### src/rtl/m_serial_add_ctrl_if.sv
// Bundle of request, result and adder-cell signals for m_serial_add_ctrl.
// master: requesters plus the external 1-bit adder cell. slave: the controller.
// The subtract-select lines exist only when SERIAL_ADD_SUB_EN is defined.
interface m_serial_add_ctrl_if #(
  parameter int WIDTH = 16
);
  logic             REQ0;
  logic [WIDTH-1:0] A0;
  logic [WIDTH-1:0] B0;
  logic             REQ1;
  logic [WIDTH-1:0] A1;
  logic [WIDTH-1:0] B1;
  logic             GNT0;
  logic             GNT1;
  logic             BUSY;
  logic             DONE;
  logic             DONE_ID;
  logic [WIDTH-1:0] SUM;
  logic             COUT;
  logic             FA_X;
  logic             FA_Y;
  logic             FA_CI;
  logic             FA_S;
  logic             FA_CO;
`ifdef SERIAL_ADD_SUB_EN
  logic             SUB0;
  logic             SUB1;
`endif

  modport master (
    output REQ0, A0, B0, REQ1, A1, B1, FA_S, FA_CO,
    input  GNT0, GNT1, BUSY, DONE, DONE_ID, SUM, COUT, FA_X, FA_Y, FA_CI
`ifdef SERIAL_ADD_SUB_EN
    , output SUB0, SUB1
`endif
  );

  modport slave (
    input  REQ0, A0, B0, REQ1, A1, B1, FA_S, FA_CO,
    output GNT0, GNT1, BUSY, DONE, DONE_ID, SUM, COUT, FA_X, FA_Y, FA_CI
`ifdef SERIAL_ADD_SUB_EN
    , input SUB0, SUB1
`endif
  );
endinterface

### src/rtl/m_serial_add_ctrl.sv
// Bit-serial add sequencer sharing one external combinational full-adder cell
// between two requesters with round-robin arbitration.
// IDLE -> RUN (WIDTH cycles, LSB first) -> DONE (1 cycle) -> IDLE.
// Optional SERIAL_ADD_SUB_EN: per-request SUB bit selects A-B (B inverted, carry-in 1).
module m_serial_add_ctrl #(
  parameter int WIDTH = 16
) (
  input logic                CLK,
  input logic                RESET,
  m_serial_add_ctrl_if.slave bus
);

  localparam int CW = (WIDTH > 1) ? $clog2(WIDTH) : 1;
  localparam logic [CW-1:0] LAST_BIT = CW'(WIDTH - 1);

  localparam logic [1:0] ST_IDLE = 2'd0;
  localparam logic [1:0] ST_RUN  = 2'd1;
  localparam logic [1:0] ST_DONE = 2'd2;

  logic [1:0]       state_q,   state_d;
  logic [WIDTH-1:0] a_q,       a_d;
  logic [WIDTH-1:0] b_q,       b_d;
  logic [WIDTH-1:0] res_q,     res_d;
  logic [WIDTH-1:0] sum_q,     sum_d;
  logic [CW-1:0]    cnt_q,     cnt_d;
  logic             carry_q,   carry_d;
  logic             cout_q,    cout_d;
  logic             sub_q,     sub_d;
  logic             winner_q,  winner_d;
  logic             last_q,    last_d;
  logic             gnt0_q,    gnt0_d;
  logic             gnt1_q,    gnt1_d;
  logic             done_q,    done_d;
  logic             done_id_q, done_id_d;

  logic run;
  logic pick;
  logic sel_sub;

  assign run = (state_q == ST_RUN);

  // Round-robin winner: a lone requester wins; on contention the one not served last wins.
  always_comb begin
    if (bus.REQ0 && bus.REQ1) pick = ~last_q;
    else                      pick = bus.REQ1;
`ifdef SERIAL_ADD_SUB_EN
    sel_sub = pick ? bus.SUB1 : bus.SUB0;
`else
    sel_sub = 1'b0;
`endif
  end

  // Next-state and datapath: grant/load in IDLE, one serial bit per RUN cycle, publish on the last bit.
  always_comb begin
    // NOTE: every variable gets a default first, so no path through the case can infer a latch.
    state_d   = state_q;
    a_d       = a_q;
    b_d       = b_q;
    res_d     = res_q;
    sum_d     = sum_q;
    cnt_d     = cnt_q;
    carry_d   = carry_q;
    cout_d    = cout_q;
    sub_d     = sub_q;
    winner_d  = winner_q;
    last_d    = last_q;
    gnt0_d    = 1'b0;
    gnt1_d    = 1'b0;
    done_d    = 1'b0;
    done_id_d = done_id_q;
    case (state_q)
      ST_IDLE: begin
        if (bus.REQ0 || bus.REQ1) begin
          state_d  = ST_RUN;
          winner_d = pick;
          last_d   = pick;
          a_d      = pick ? bus.A1 : bus.A0;
          b_d      = pick ? bus.B1 : bus.B0;
          sub_d    = sel_sub;
          carry_d  = sel_sub;
          cnt_d    = '0;
          gnt0_d   = ~pick;
          gnt1_d   = pick;
        end
      end
      ST_RUN: begin
        carry_d = bus.FA_CO;
        res_d   = {bus.FA_S, res_q[WIDTH-1:1]};
        a_d     = a_q >> 1;
        b_d     = b_q >> 1;
        cnt_d   = cnt_q + 1'b1;
        if (cnt_q == LAST_BIT) begin
          state_d   = ST_DONE;
          sum_d     = {bus.FA_S, res_q[WIDTH-1:1]};
          cout_d    = bus.FA_CO;
          done_d    = 1'b1;
          done_id_d = winner_q;
        end
      end
      default: state_d = ST_IDLE;
    endcase
  end

  // State registers; synchronous reset dominates and drops any operation in flight.
  always_ff @(posedge CLK) begin
    // NOTE: sequential state uses non-blocking assignment so every flop samples pre-edge values.
    if (RESET) begin
      state_q   <= ST_IDLE;
      a_q       <= '0;
      b_q       <= '0;
      res_q     <= '0;
      sum_q     <= '0;
      cnt_q     <= '0;
      carry_q   <= 1'b0;
      cout_q    <= 1'b0;
      sub_q     <= 1'b0;
      winner_q  <= 1'b0;
      last_q    <= 1'b1;
      gnt0_q    <= 1'b0;
      gnt1_q    <= 1'b0;
      done_q    <= 1'b0;
      done_id_q <= 1'b0;
    end else begin
      state_q   <= state_d;
      a_q       <= a_d;
      b_q       <= b_d;
      res_q     <= res_d;
      sum_q     <= sum_d;
      cnt_q     <= cnt_d;
      carry_q   <= carry_d;
      cout_q    <= cout_d;
      sub_q     <= sub_d;
      winner_q  <= winner_d;
      last_q    <= last_d;
      gnt0_q    <= gnt0_d;
      gnt1_q    <= gnt1_d;
      done_q    <= done_d;
      done_id_q <= done_id_d;
    end
  end

  assign bus.GNT0    = gnt0_q;
  assign bus.GNT1    = gnt1_q;
  assign bus.BUSY    = (state_q != ST_IDLE);
  assign bus.DONE    = done_q;
  assign bus.DONE_ID = done_id_q;
  assign bus.SUM     = sum_q;
  assign bus.COUT    = cout_q;
  // Adder cell inputs are forced low outside RUN; the cell output is used in the same cycle.
  assign bus.FA_X    = run & a_q[0];
  assign bus.FA_Y    = run & (b_q[0] ^ sub_q);
  assign bus.FA_CI   = run & carry_q;

endmodule

### src/flat_wrapper.sv
// flat-port wrapper written by rule: the top's interface ports become plain ports
module m_serial_add_ctrl_flat 
#(
  parameter int WIDTH = 16
)
  (CLK, RESET, bus_REQ0, bus_A0, bus_B0, bus_REQ1, bus_A1, bus_B1, bus_FA_S, bus_FA_CO, bus_GNT0, bus_GNT1, bus_BUSY, bus_DONE, bus_DONE_ID, bus_SUM, bus_COUT, bus_FA_X, bus_FA_Y, bus_FA_CI);
  m_serial_add_ctrl_if #(.WIDTH(WIDTH)) bus_i ();
  input logic CLK;
  input logic RESET;
  input wire logic [$bits(bus_i.REQ0)-1:0] bus_REQ0;
  input wire logic [$bits(bus_i.A0)-1:0] bus_A0;
  input wire logic [$bits(bus_i.B0)-1:0] bus_B0;
  input wire logic [$bits(bus_i.REQ1)-1:0] bus_REQ1;
  input wire logic [$bits(bus_i.A1)-1:0] bus_A1;
  input wire logic [$bits(bus_i.B1)-1:0] bus_B1;
  input wire logic [$bits(bus_i.FA_S)-1:0] bus_FA_S;
  input wire logic [$bits(bus_i.FA_CO)-1:0] bus_FA_CO;
  output wire logic [$bits(bus_i.GNT0)-1:0] bus_GNT0;
  output wire logic [$bits(bus_i.GNT1)-1:0] bus_GNT1;
  output wire logic [$bits(bus_i.BUSY)-1:0] bus_BUSY;
  output wire logic [$bits(bus_i.DONE)-1:0] bus_DONE;
  output wire logic [$bits(bus_i.DONE_ID)-1:0] bus_DONE_ID;
  output wire logic [$bits(bus_i.SUM)-1:0] bus_SUM;
  output wire logic [$bits(bus_i.COUT)-1:0] bus_COUT;
  output wire logic [$bits(bus_i.FA_X)-1:0] bus_FA_X;
  output wire logic [$bits(bus_i.FA_Y)-1:0] bus_FA_Y;
  output wire logic [$bits(bus_i.FA_CI)-1:0] bus_FA_CI;
  assign bus_i.REQ0 = bus_REQ0;
  assign bus_i.A0 = bus_A0;
  assign bus_i.B0 = bus_B0;
  assign bus_i.REQ1 = bus_REQ1;
  assign bus_i.A1 = bus_A1;
  assign bus_i.B1 = bus_B1;
  assign bus_i.FA_S = bus_FA_S;
  assign bus_i.FA_CO = bus_FA_CO;
  assign bus_GNT0 = bus_i.GNT0;
  assign bus_GNT1 = bus_i.GNT1;
  assign bus_BUSY = bus_i.BUSY;
  assign bus_DONE = bus_i.DONE;
  assign bus_DONE_ID = bus_i.DONE_ID;
  assign bus_SUM = bus_i.SUM;
  assign bus_COUT = bus_i.COUT;
  assign bus_FA_X = bus_i.FA_X;
  assign bus_FA_Y = bus_i.FA_Y;
  assign bus_FA_CI = bus_i.FA_CI;
  m_serial_add_ctrl #(.WIDTH(WIDTH)) u_core (.CLK(CLK), .RESET(RESET), .bus(bus_i));
endmodule
### config.mk
export PLATFORM = sky130hd
export DESIGN_NAME = m_serial_add_ctrl_flat
export DESIGN_NICKNAME = d
export VERILOG_FILES = /design/src/rtl/m_serial_add_ctrl_if.sv /design/src/rtl/m_serial_add_ctrl.sv /design/src/flat_wrapper.sv
export SDC_FILE = /design/constraint.sdc
export NUM_CORES = 1
export LEC_CHECK = 0
export ABC_AREA = 1
export CORE_MARGIN = 2
export CORE_UTILIZATION = 50
export CTS_CLUSTER_SIZE = 30
export DETAILED_ROUTE_END_ITERATION = 10
export PLACE_DENSITY = 0.84
export SLEW_MARGIN = 0
export SYNTH_ARGS = -nofsm -noshare
export SYNTH_HDL_FRONTEND = slang
export SYNTH_SLANG_ARGS = --single-unit
### constraint.sdc
create_clock -name CLK -period 1.9 [get_ports CLK]
set_clock_uncertainty 0.1 [all_clocks]
set_input_delay 0.285 -clock CLK [delete_from_list [all_inputs] [get_ports CLK]]
set_output_delay 0.285 -clock CLK [all_outputs]
set_load 0.01 [all_outputs]
==> Changelog: implementation <==
### Changed

- Nonclk inv count: 52
- Sequential Area: between 1500 and 2000 sq um
- Syn Nets: 651
- Post-synthesis sequential area ratio: 39.2%
- Number of setup buffers added after CTS: 0
- Ao+oa area frac: 9.14%
- Worst setup SP type: flip-flop
- Hold crit path type: flip-flop to flip-flop
- Psw: around 1.3 mW
- WHS: 363 ps
- Synthesized flop and latch total: 77
- Critical path origin: u_core.state_q[0]$_SDFFE_PP0P_
- Overall Global Routing Usage: 20.5%
- Hold Buf Count CTS: 0
- Post-synth top area cell: dfxtp_1
- CP required: 1510 ps
- Ys flop type: dfxtp_1
- Unrepaired setup endpoints after global routing: no
- Fp util: 51.1%
- Nets: 729
- Die area: between 8000 and 9000 sq um
- Final Max-Slew Violation Tally: 0
- Area added between synthesis and finish: 28.5%
- Mean Syn Cell Area: ~6.8 sq um
- Seq pwr: 1.83 mW
- # fillers: between 600 and 700
- Kind of critical path: flip-flop to output port
- Run status: finished, final reports clean
- Sw frac: a little under a third
- Flop share of the area: 30.5%
- DR pass1 iterations: 4
- Synth Area in Adders: less than 1%
- CP Capture Type: output port
- Comb pwr share: 23.2%
- Peak fanout along the critical path: 3
- Largest class: logic gates
- Tool warning count: 26
- Share of post-route cells with drive strength above 1: 11.5%
- Tmin final: approximately 1800 ps
- Leak: around 2.3 nW
- Vias: 3759
- H-tree depth: 3
- Port Buf Inserts: 94
- Cycle use final: between 90% and 100%
- Post-synth top cells: nand2_1 (118), nor2_1 (109), dfxtp_1 (77)
- Root buffer cell: clkbuf_8
- Hold EP: u_core.bus.SUM[12]$_SDFFE_PP0P_
- EDFF count, synth: 0
worst max-delay path, delay by kind of cell, from the launching register on:
family | cells | cell delay (ps)
buffers and inverters | 2 | 600
flip-flops | 1 | 370
AND/OR/NAND/NOR | 1 | 110
sequential cells by signal, summed over array words and instances (netlist names):
register	count
u_core.bus.DONE	1
u_core.state_q	2
u_core.bus.COUT	1
u_core.carry_q	1
u_core.bus.GNT0	1
u_core.bus.GNT1	1
u_core.res_q	15
u_core.bus.DONE_ID	1
u_core.b_q	16
u_core.last_q	1
u_core.winner_q	1
u_core.cnt_q	4
u_core.bus.SUM	16
u_core.a_q	16
per-layer routing:
layer	up-vias	GRT usage, %	share of wire, %
li1	1978	-	-
met1	1664	26.3	47
met2	101	35.0	46
met3	16	2.44	5.3
met4	0	8.58	1.9
met5	-	0	0
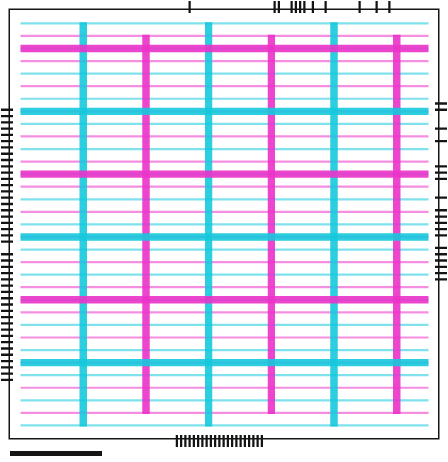
(supply network)
Scale bar: 20 um. Pins as bars on the die edge.
VDD -> magenta
VSS -> cyan
rows = 32
signal pins = 95
met1 rails = 33
chip width: 92.7 um
peak supply drop: 0.344 mV

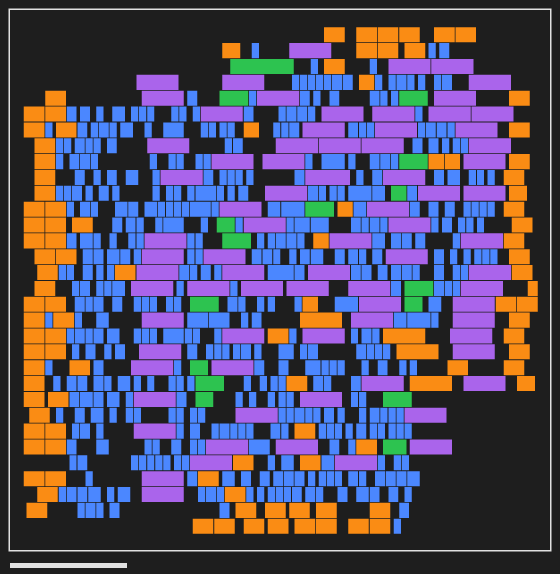
(placement by cell class)
Scale bar: 20 um.
remaining buffers and delay cells -> orange  # cells 105, share of their area 22%
remaining logic cells -> blue  # cells 465, share of their area 43%
clock drivers and dummy loads -> green  # cells 16, share of their area 4.2%
registers -> purple  # cells 77, share of their area 31%

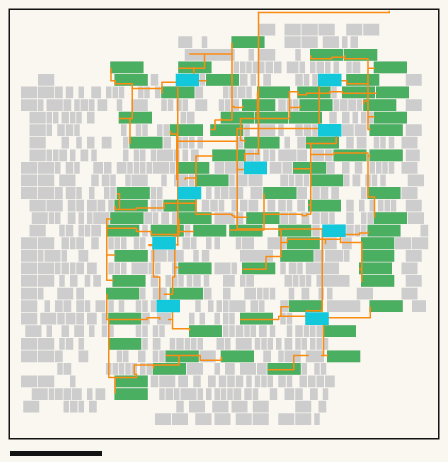
(clock wires, drivers and flops)
Scale bar: 20 um.
clock wires -> orange  # length 817 um
clock-net drivers -> cyan  # count 9
flip-flops -> green  # count 77
routed clock nets = 10
clk latency late pin: 350 ps
Clock Power Share: 31.3%
clock distribution power: 1.26 mW

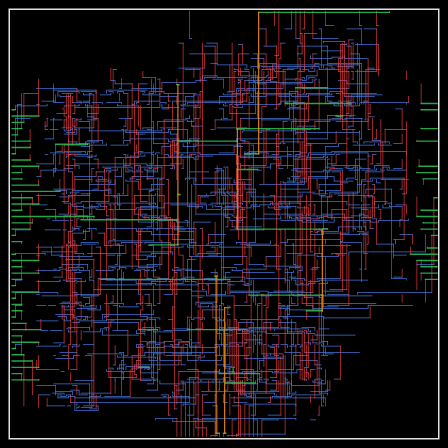
(routed metal, one color a layer)
M4 -> orange  # wire length 166 um
M1 -> blue  # wire length 4010 um
M3 -> green  # wire length 450 um
M2 -> red  # wire length 3900 um

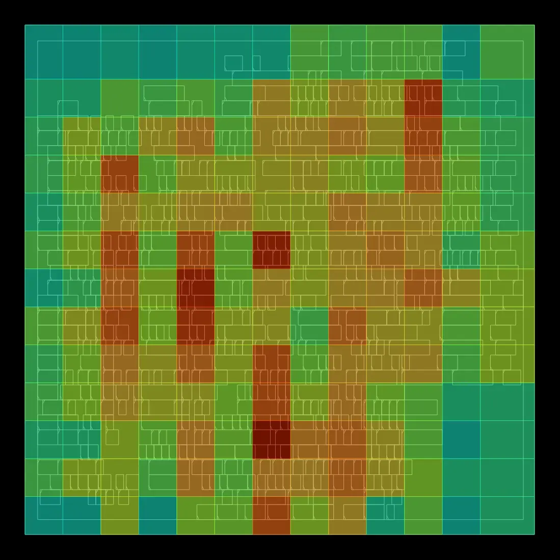
(routing congestion map)
met1 global-route usage: 26.3%
gr busiest metal: met2
Routed WL per cell: 11.1 um

No activity file was given, so power comes from the tool's default toggle rates.
